Figure 1. Sequential cells grouped by signal name.
Scale: 6 px per µm. Other sequential cells in the stronger grey, the rest of the logic in the fainter grey.
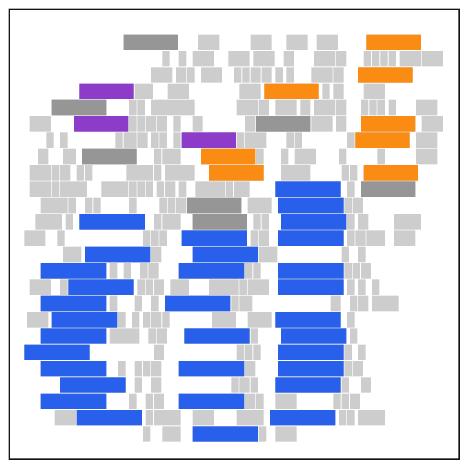
Figure 2. Close-up of the layout.
Window x 44 to 69, y 44 to 69 µm. Cells in grey, sequential cells in the stronger grey; small squares are vias.
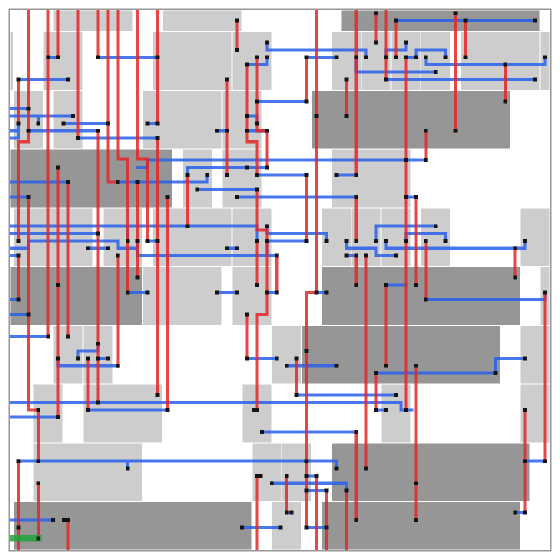
===== src/rtl/io_port_ctrl.sv =====
`default_nettype none
// +-----------------------------------------------------------------------+
// | Module : io_port_ctrl                                                 |
// | Desc   : Keyboard input FIFO, printer output register and interrupt   |
// |          enable/request logic for a simple accumulator CPU.           |
// | Rev    : 1.0                                                          |
// +-----------------------------------------------------------------------+
module io_port_ctrl #(
    parameter int IN_DEPTH = 4
) (
    input  logic       clk,
    input  logic       rst_n,
    input  logic [7:0] kbd_data,
    input  logic       kbd_valid,
    output logic       kbd_ready,
    output logic [7:0] inpr,
    output logic       fgi,
    input  logic       inp_ack,
    input  logic [7:0] outr_data,
    input  logic       out_ld,
    output logic       fgo,
    output logic [7:0] prn_data,
    output logic       prn_valid,
    input  logic       prn_ready,
    input  logic       ien_set,
    input  logic       ien_clr,
    output logic       ien,
    output logic       irq,
    output logic       out_ovr
);

    localparam int              c_ptr_w = (IN_DEPTH > 1) ? $clog2(IN_DEPTH) : 1;
    localparam logic [c_ptr_w:0] c_full  = (c_ptr_w + 1)'(IN_DEPTH);

    localparam logic [0:0] S_IDLE = 1'b0;
    localparam logic [0:0] S_SEND = 1'b1;

    logic [7:0]         r_mem [IN_DEPTH];
    logic [c_ptr_w-1:0] r_wr_ptr;
    logic [c_ptr_w-1:0] r_rd_ptr;
    logic [c_ptr_w:0]   r_count;
    logic [0:0]         r_state;
    logic [0:0]         w_state_nxt;
    logic [7:0]         r_outr;
    logic               r_ien;
    logic               r_out_ovr;
    logic               w_push;
    logic               w_pop;
    logic               w_load;

    assign kbd_ready = (r_count != c_full);
    assign fgi       = (r_count != '0);
    assign inpr      = fgi ? r_mem[r_rd_ptr] : 8'h00;
    assign w_push    = kbd_valid && kbd_ready;
    // A pop needs a character already present; a same-cycle push does not count.
    assign w_pop     = inp_ack && fgi;

    always_ff @(posedge clk) begin
        if (w_push) begin
            r_mem[r_wr_ptr] <= kbd_data;
        end
    end

    always_ff @(posedge clk or negedge rst_n) begin
        if (!rst_n) begin
            r_wr_ptr <= '0;
            r_rd_ptr <= '0;
            r_count  <= '0;
        end else begin
            if (w_push) begin
                r_wr_ptr <= r_wr_ptr + c_ptr_w'(1);
            end
            if (w_pop) begin
                r_rd_ptr <= r_rd_ptr + c_ptr_w'(1);
            end
            case ({w_push, w_pop})
                2'b10:   r_count <= r_count + (c_ptr_w + 1)'(1);
                2'b01:   r_count <= r_count - (c_ptr_w + 1)'(1);
                default: r_count <= r_count;
            endcase
        end
    end

    always_ff @(posedge clk or negedge rst_n) begin
        if (!rst_n) begin
            r_state <= S_IDLE;
        end else begin
            r_state <= w_state_nxt;
        end
    end

    always_comb begin
        w_state_nxt = r_state;
        w_load      = 1'b0;
        fgo         = 1'b1;
        prn_valid   = 1'b0;
        case (r_state)
            S_IDLE: begin
                if (out_ld) begin
                    w_load      = 1'b1;
                    w_state_nxt = S_SEND;
                end
            end
            S_SEND: begin
                fgo       = 1'b0;
                prn_valid = 1'b1;
                if (prn_ready) begin
                    w_state_nxt = S_IDLE;
                end
            end
            default: w_state_nxt = S_IDLE;
        endcase
    end

    // OUTR keeps its value after the handshake so the printer side sees the last character.
    always_ff @(posedge clk or negedge rst_n) begin
        if (!rst_n) begin
            r_outr    <= 8'h00;
            r_out_ovr <= 1'b0;
            r_ien     <= 1'b0;
        end else begin
            if (w_load) begin
                r_outr <= outr_data;
            end
            r_out_ovr <= out_ld && (r_state == S_SEND);
            if (ien_clr) begin
                r_ien <= 1'b0;
            end else if (ien_set) begin
                r_ien <= 1'b1;
            end
        end
    end

    assign prn_data = r_outr;
    assign out_ovr  = r_out_ovr;
    assign ien      = r_ien;
    assign irq      = r_ien && (fgi || fgo);

endmodule
`default_nettype wire


===== config.mk =====
export PLATFORM = sky130hd
export DESIGN_NAME = io_port_ctrl
export DESIGN_NICKNAME = d
export VERILOG_FILES = /design/src/rtl/io_port_ctrl.sv
export SDC_FILE = /design/constraint.sdc
export NUM_CORES = 1
export LEC_CHECK = 0
export ABC_AREA = 1
export CORE_MARGIN = 2
export CORE_UTILIZATION = 45
export DETAILED_ROUTE_END_ITERATION = 16
export GPL_TIMING_DRIVEN = 0
export PLACE_DENSITY = 0.71
export SYNTH_ARGS = -nofsm -noshare
export SYNTH_HDL_FRONTEND = slang
export SYNTH_SLANG_ARGS = --single-unit

===== constraint.sdc =====
create_clock -name clk -period 2.3 [get_ports clk]
set_clock_uncertainty 0.05 [all_clocks]
set_input_delay 0.345 -clock clk [delete_from_list [all_inputs] [get_ports clk]]
set_output_delay 0.345 -clock clk [all_outputs]
set_load 0.02 [all_outputs]

==> run notes <==
Implementation numbers.

- In this run the VDD rail shows a maximum IR drop of about 0.00058 V.
- Across all hold checks on the routed design, the worst slack comes to between 300 and 400 ps.
- The count of unresolved DRC violations after routing reads 0.
- The final worst setup slack is 162.6 ps.
- The multi-input gate share of the layout cell area reads 20.59%.
- After synthesis the netlist holds a flip-flop and latch count of around 50.
- The worst setup path is of the reg -> out kind.
- The final hold violation count reads 0.
- The placed instance count reads approximately 340.
- The power attributed to the clock group reads ~470 µW.
- The routability congestion estimate reads 0.7190.
- The CTS tree reads yes.
- The proportion of synthesized flip-flops having asynchronous set or reset is 36.00%.
- The AND-OR/OR-AND share of the synthesized area is under 10%.
- The share of total power in combinational logic reads between 40% and 50%.
- The flow ran to the end, and the final reports show no timing, DRC or antenna violations.
- The sequential cell power is 1.26 mW.
- Measured along the x axis, the die boundary spans 74.75 µm.
- The ratio of final minimum period to clock period reads between 90 and 100%.
- The most common cell type on the critical path reads sky130_fd_sc_hd__inv_1.
- The overall die height is around 75 µm.
- The post-synthesis instance total reads around 230.
- The switching power as a share of total power is around 39%.
- sky130_fd_sc_hd__edfxtp_1 takes more of the synthesized area than any other cell.
- The global route total overflow is 0.
- Yosys mapped the design onto 20 distinct sky130hd cell types.
- The number of warnings printed during yosys synthesis is 0.
- STA shows the worst reg2reg path with a cell count of 10.
- The full die area is between 5000 and 6000 µm².
- The pre-placement core utilization reads between 40% and 50%.
- Note that the worst hold path type here is in -> reg.
- The first-pass GRT wire length is ~6400 µm.
- The combinational power reported by the tool is around 1.5 mW.
- The synthesis report names the predominant flop master as sky130_fd_sc_hd__edfxtp_1.
- The area of the mapped netlist is ~2300 µm².
- The multi-input logic cell count reads between 100 and 150.
- The net count after synthesis is ~260.
- The flow measured a signed area growth from synthesis to layout of 27.89%.
- The clock period minus worst slack reads 2137 ps.
- The total negative setup slack reads 0 ps.
- Among the non-sequential cells, simple AND/OR/NAND/NOR gates take the most area.
- The final count of negative-setup-slack endpoints is 0.
- In this run the tool buffered the top-level ports with between 40 and 50 buffer cells.
- The slew check shows that the tightest pin keeps a relative margin of 45.28%.
- The pin count of the biggest net entering global routing reads 19.
- The tally of non-filler cells in the final layout is approximately 350.
- The register share after synthesis is approximately 63%.
- The clock distribution area overhead in the final layout reads under 10%.
- The net count of the finished layout reads roughly 310.
- Across every metal layer, demand over resource in global routing totals 15.73%.
- The layout has around 50 inverters outside the clock class.
- In the Yosys report the total cell count is 228.
- The max-slew violation count reads 0.
- Listed in order, past its start point the critical path passes inv_1, nand3_1, o21ai_0, inv_1, clkdlybuf4s50_1.
- The root buffer cell is sky130_fd_sc_hd__clkbuf_8.
- The number of buffer and inverter instances along the worst setup path reads 3.
- Counting flops with a built-in enable in the synthesized netlist gives 32.
- The number of standard-cell rows in the floorplan reads 25.
- Looking at the area split, the leading class of cells is sequential cells.
- The total length of routed wires is approximately 4100 µm.
- Per the final report, the share of cell area in non-clock buffers is between 10% and 20%.
- For the completed layout, the total cell area is recorded as roughly 2900 µm².
- The gate family responsible for the most delay along the worst path reads buffers and inverters.
- The number of sequential storage elements is about 50.
- The cell leakage power is ~1.4 nW.
- The total of clock buffers placed in the layout reads 5.
- The mean instance size in the synthesized netlist reads 9.878 µm².
- The worst-margin pin slew reads 817.7 ps.
- The final antenna diode count reads 0.
- The most common logic cells in the final layout are 62 x sky130_fd_sc_hd__nand2_1, 49 x sky130_fd_sc_hd__inv_1, 37 x sky130_fd_sc_hd__clkdlybuf4s50_1, 32 x sky130_fd_sc_hd__edfxtp_1, 29 x sky130_fd_sc_hd__nand3_1.
- The number of cells traversed by the worst hold path is 3.
- The number of tapcells is roughly 67.
- The number of clock sinks reads around 50.
- The total power density per cell area reads roughly 1100 nW/µm².
- The ratio of cells with drive above 1 in the final layout reads under 10%.
- The post-placement setup slack reads around 190 ps.
- For reference, the top cells by area after synthesis are sky130_fd_sc_hd__edfxtp_1 43%, sky130_fd_sc_hd__dfrtp_1 20%, sky130_fd_sc_hd__nand2_1 10%.
- The footprint of the multi-input gates is between 500 and 600 µm².
- The number of buffers created by CTS is 5.
- The leading power group reads combinational cells.
-- Figure 1 (at the start) --
purple -> `r_count`  # flops 3
orange -> `prn_data`  # flops 8, where top right
blue -> `r_mem`  # flops 32
not coloured = 7
register share of the cell area: 49.00%
share of the core filled with cells in the final layout: 60.18%

-- Figure 2 (at the start) --
red -> M2
green -> M3
blue -> M1
sequential cells in the window = 8
cells with their middle in the window = 44
netlist names of flops here include = `prn_data` (5)
most frequent = nand2_1 (15), clkdlybuf4s50_1 (8), dfrtp_1 (7)

## registers in the layout, indices dropped and copies added, names as in the netlist
signal and cells:
ien 1, out_ovr 1, prn_data 8, r_count 3
r_mem 32, r_rd_ptr 2, r_state 1, r_wr_ptr 2
## routing by layer
metal / part of all wire, % / global-route usage (%) / vias up
li1: - / - / 819
met1: 45 / 19.96 / 718
met3: 2.4 / 3.213 / 6
met2: 51 / 26.75 / 24
met5: 0 / 0 / -
met4: 1.7 / 5.952 / 0
## worst paths after layout
kind                              from     endpoint  slack [ps]
setup / recovery            r_count[0]          irq         160
hold / removal                  out_ld      out_ovr         320
setup reg to reg            r_count[0]   r_count[2]         370
hold reg to reg            prn_data[1]  prn_data[1]         430
max in group asynchronous        rst_n  r_rd_ptr[0]        1250
min in group asynchronous        rst_n  prn_data[1]         460
## cells in the mapped netlist, types with 2 or more instances
| library cell | n |
|---|---|
| sky130_fd_sc_hd__a21oi_1 | 7 |
| sky130_fd_sc_hd__buf_2 | 2 |
| sky130_fd_sc_hd__buf_6 | 3 |
| sky130_fd_sc_hd__dfrtp_1 | 18 |
| sky130_fd_sc_hd__edfxtp_1 | 32 |
| sky130_fd_sc_hd__ha_1 | 5 |
| sky130_fd_sc_hd__inv_1 | 50 |
| sky130_fd_sc_hd__nand2_1 | 62 |
| sky130_fd_sc_hd__nand2_2 | 2 |
| sky130_fd_sc_hd__nand3_1 | 29 |
| sky130_fd_sc_hd__nor2_1 | 6 |
| sky130_fd_sc_hd__o21ai_0 | 3 |
| sky130_fd_sc_hd__xnor2_1 | 2 |
## repair_timing
action / 4_1_cts / 5_1_grt
gates resized: 4 / 5
buffers inserted: 0 / 0
endpoints found under the setup margin: 8 / 5
No activity file was given, so power comes from the tool's default toggle rates.
